File: src/rtl/fifo_rd_ptr_ctrl.sv
// Read-domain pointer and status controller for an asynchronous FIFO.
// Synchronizes the write Gray pointer and produces the registered read pointer, RAM address and flags.
module fifo_rd_ptr_ctrl #(
    parameter int unsigned D_WIDTH     = 8,
    parameter int unsigned SYNC_STAGES = 2,
    parameter int unsigned AE_LEVEL    = 4
) (
    input  logic               clk,
    input  logic               rst_n,
    input  logic               rd_en,
    input  logic [D_WIDTH:0]   wptr_gray,
    output logic [D_WIDTH:0]   rptr_gray,
    output logic [D_WIDTH-1:0] raddr,
    output logic               empty,
    output logic               almost_empty,
    output logic [D_WIDTH:0]   rd_count,
    output logic               rd_valid,
    output logic               underflow
);

    localparam int unsigned PW = D_WIDTH + 1;
    localparam logic [PW-1:0] AE_THR = PW'(AE_LEVEL);

    logic [SYNC_STAGES-1:0][PW-1:0] sync_q;
    logic [PW-1:0] wq;
    logic [PW-1:0] wbin_c;
    logic [PW-1:0] rbin;
    logic [PW-1:0] rbin_nxt_c;
    logic [PW-1:0] rgray_nxt_c;
    logic [PW-1:0] count_nxt_c;
    logic          rd_accept_c;

    function automatic logic [PW-1:0] gray2bin(input logic [PW-1:0] g);
        logic [PW-1:0] b;
        b = g;
        for (int i = int'(PW) - 2; i >= 0; i--) begin
            b[i] = g[i] ^ b[i+1];
        end
        return b;
    endfunction

    // Plain flop chain on the asynchronous write pointer; nothing between stages.
    always_ff @(posedge clk or negedge rst_n) begin
        if (!rst_n) begin
            sync_q <= '0;
        end else begin
            sync_q <= {sync_q[SYNC_STAGES-2:0], wptr_gray};
        end
    end

    assign wq = sync_q[SYNC_STAGES-1];

    // Next-state pointer and fill-level computation.
    always_comb begin
        wbin_c      = gray2bin(wq);
        rd_accept_c = rd_en & ~empty;
        rbin_nxt_c  = rbin + PW'(rd_accept_c);
        rgray_nxt_c = rbin_nxt_c ^ (rbin_nxt_c >> 1);
        count_nxt_c = wbin_c - rbin_nxt_c;
    end

    // Registered pointer and status outputs.
    always_ff @(posedge clk or negedge rst_n) begin
        if (!rst_n) begin
            rbin         <= '0;
            rptr_gray    <= '0;
            empty        <= 1'b1;
            almost_empty <= 1'b1;
            rd_count     <= '0;
            rd_valid     <= 1'b0;
            underflow    <= 1'b0;
        end else begin
            rbin         <= rbin_nxt_c;
            rptr_gray    <= rgray_nxt_c;
            empty        <= (rgray_nxt_c == wq);
            almost_empty <= (count_nxt_c <= AE_THR);
            rd_count     <= count_nxt_c;
            rd_valid     <= rd_accept_c;
            underflow    <= rd_en & empty;
        end
    end

    assign raddr = rbin[D_WIDTH-1:0];

endmodule

File: config.mk
export PLATFORM = sky130hd
export DESIGN_NAME = fifo_rd_ptr_ctrl
export DESIGN_NICKNAME = d
export VERILOG_FILES = /design/src/rtl/fifo_rd_ptr_ctrl.sv
export SDC_FILE = /design/constraint.sdc
export NUM_CORES = 1
export LEC_CHECK = 0
export ABC_AREA = 1
export CAP_MARGIN = 20
export CORE_UTILIZATION = 52
export CTS_CLUSTER_DIAMETER = 60
export DETAILED_ROUTE_END_ITERATION = 7
export PLACE_DENSITY_LB_ADDON = 0.12
export SETUP_SLACK_MARGIN = 0.3
export SYNTH_ARGS = -nofsm -noshare
export SYNTH_HDL_FRONTEND = slang
export SYNTH_SLANG_ARGS = --single-unit
File: constraint.sdc
create_clock -name clk -period 3.2 [get_ports clk]
set_input_delay 0.96 -clock clk [delete_from_list [all_inputs] [get_ports clk]]
set_output_delay 0.96 -clock clk [all_outputs]
set_load 0.1 [all_outputs]
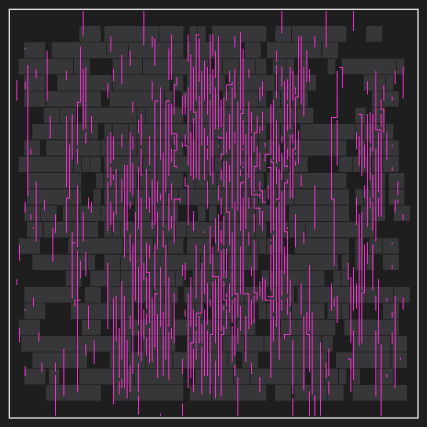
*M2 wires*
(6 px per um) Cells faint in the background.
main direction = vertical
wire length on this layer = 2570 um
longest straight run = 27.2 um
nets with wire on the layer = 294
Vias: 1870
Total Routed Length: 5080 um
met2 global-route usage: 0.366

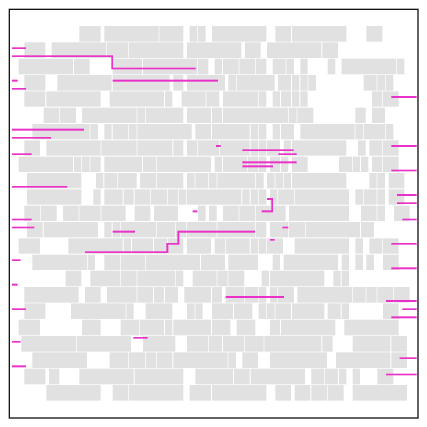
*Met3 routing*
(6 px per um) Cells faint in the background.
nets with wire on the layer = 36
share of all routed wire = 4.3%
wire length on this layer = 221 um
main direction = horizontal
longest straight run = 17.2 um
met3 layer usage reported by global route: 0.0450

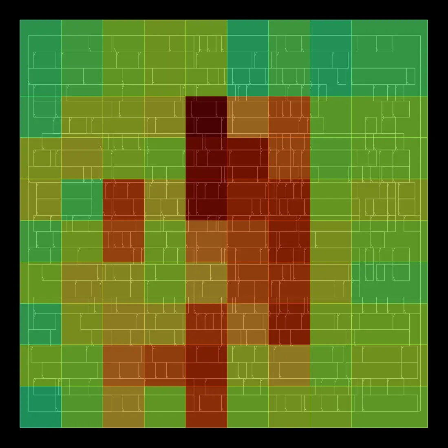
*Routing congestion*
Top Usage Layer GRT: met2
M1 GR Usage: 0.272
routed length per instance: 13.8 um

-- Yosys cell counts, types with 4 or more instances --
master,n
sky130_fd_sc_hd__a21oi_1,6
sky130_fd_sc_hd__inv_2,4
sky130_fd_sc_hd__nand3_1,32
sky130_fd_sc_hd__inv_1,31
sky130_fd_sc_hd__nand2_2,14
sky130_fd_sc_hd__dfrtp_1,46
sky130_fd_sc_hd__nor2_1,9
sky130_fd_sc_hd__ha_1,10
sky130_fd_sc_hd__xor2_1,10
sky130_fd_sc_hd__nand2_1,54
-- cells by family after synthesis --
family | share of synthesized area
xor+xnor | 0.0571
fa+ha+maj | 0.0643
compound gates | 0.0333
flops | 0.533
buf+inv | 0.0610
simple gates | 0.251
==> ds_physical_params.txt <==
Physical design parameters

Parameter                              Value

Outcome
  Status .................. finished clean

Timing
  Number of setup violations in the final report .................. 0
  Maximum clock rate .................. 324 MHz
  Sum of negative setup slack .................. 0 ps
  Worst clock skew on the final layout .................. 14.7 ps

Layout
  Count of non-CTS inverters in the layout .................. 36
  MI comb cells .................. 157
  Final Util .................. 0.821
  Fraction of area in clock buffers and inverters .................. 0.0377
  Area of all placed cells without fillers .................. 3350 um^2
  Fraction of layout cells with a size suffix above 1 .................. 0.455
  Signal buffers share of area .................. 0.164
  P&R area growth vs syn .................. 48.6%

Clocking
  CTS tree .................. done
  H-tree levels .................. 2
  Clock Path Buffers .................. 2
  Total number of clock tree sinks .................. 48
  Clk Tree Root Cell .................. sky130_fd_sc_hd__clkbuf_8

Setup path
  Cell depth of the worst flop-to-flop path .................. 24
  CP startpoint .................. wq[8]
  Delay contributed by the slowest stage of the critical path .................. 440 ps
  Type of the worst setup path .................. reg -> reg
  Arrival time of the worst setup path .................. 3310 ps
  Worst EP required .................. 3430 ps
  Worst path depth .................. 24
  Largest delay contributor family on the critical path .................. simple AND/OR/NAND/NOR gates

Synthesis
  Floorplan Nets .................. 264
  Cell count in the Yosys report .................. 241
  Register bit total from synthesis .................. 48
  Syn Area/Cell .................. 9.37 um^2
  Synthesis warning total .................. 0
  Dominant cells by area after synthesis .................. sky130_fd_sc_hd__dfrtp_1, sky130_fd_sc_hd__nand2_1, sky130_fd_sc_hd__nand3_1

Floorplan
  FP Rows .................. 23
  Die X .................. 67.9 um

Placed design
  Cell count after placement .................. 354
  Detailed-placement wirelength estimate .................. 3170 um

Routing
  Routed met2 length .................. 2570 um
  DRC violations left .................. 0

Global route
  Wire length of the first global-routing pass .................. 7250 um
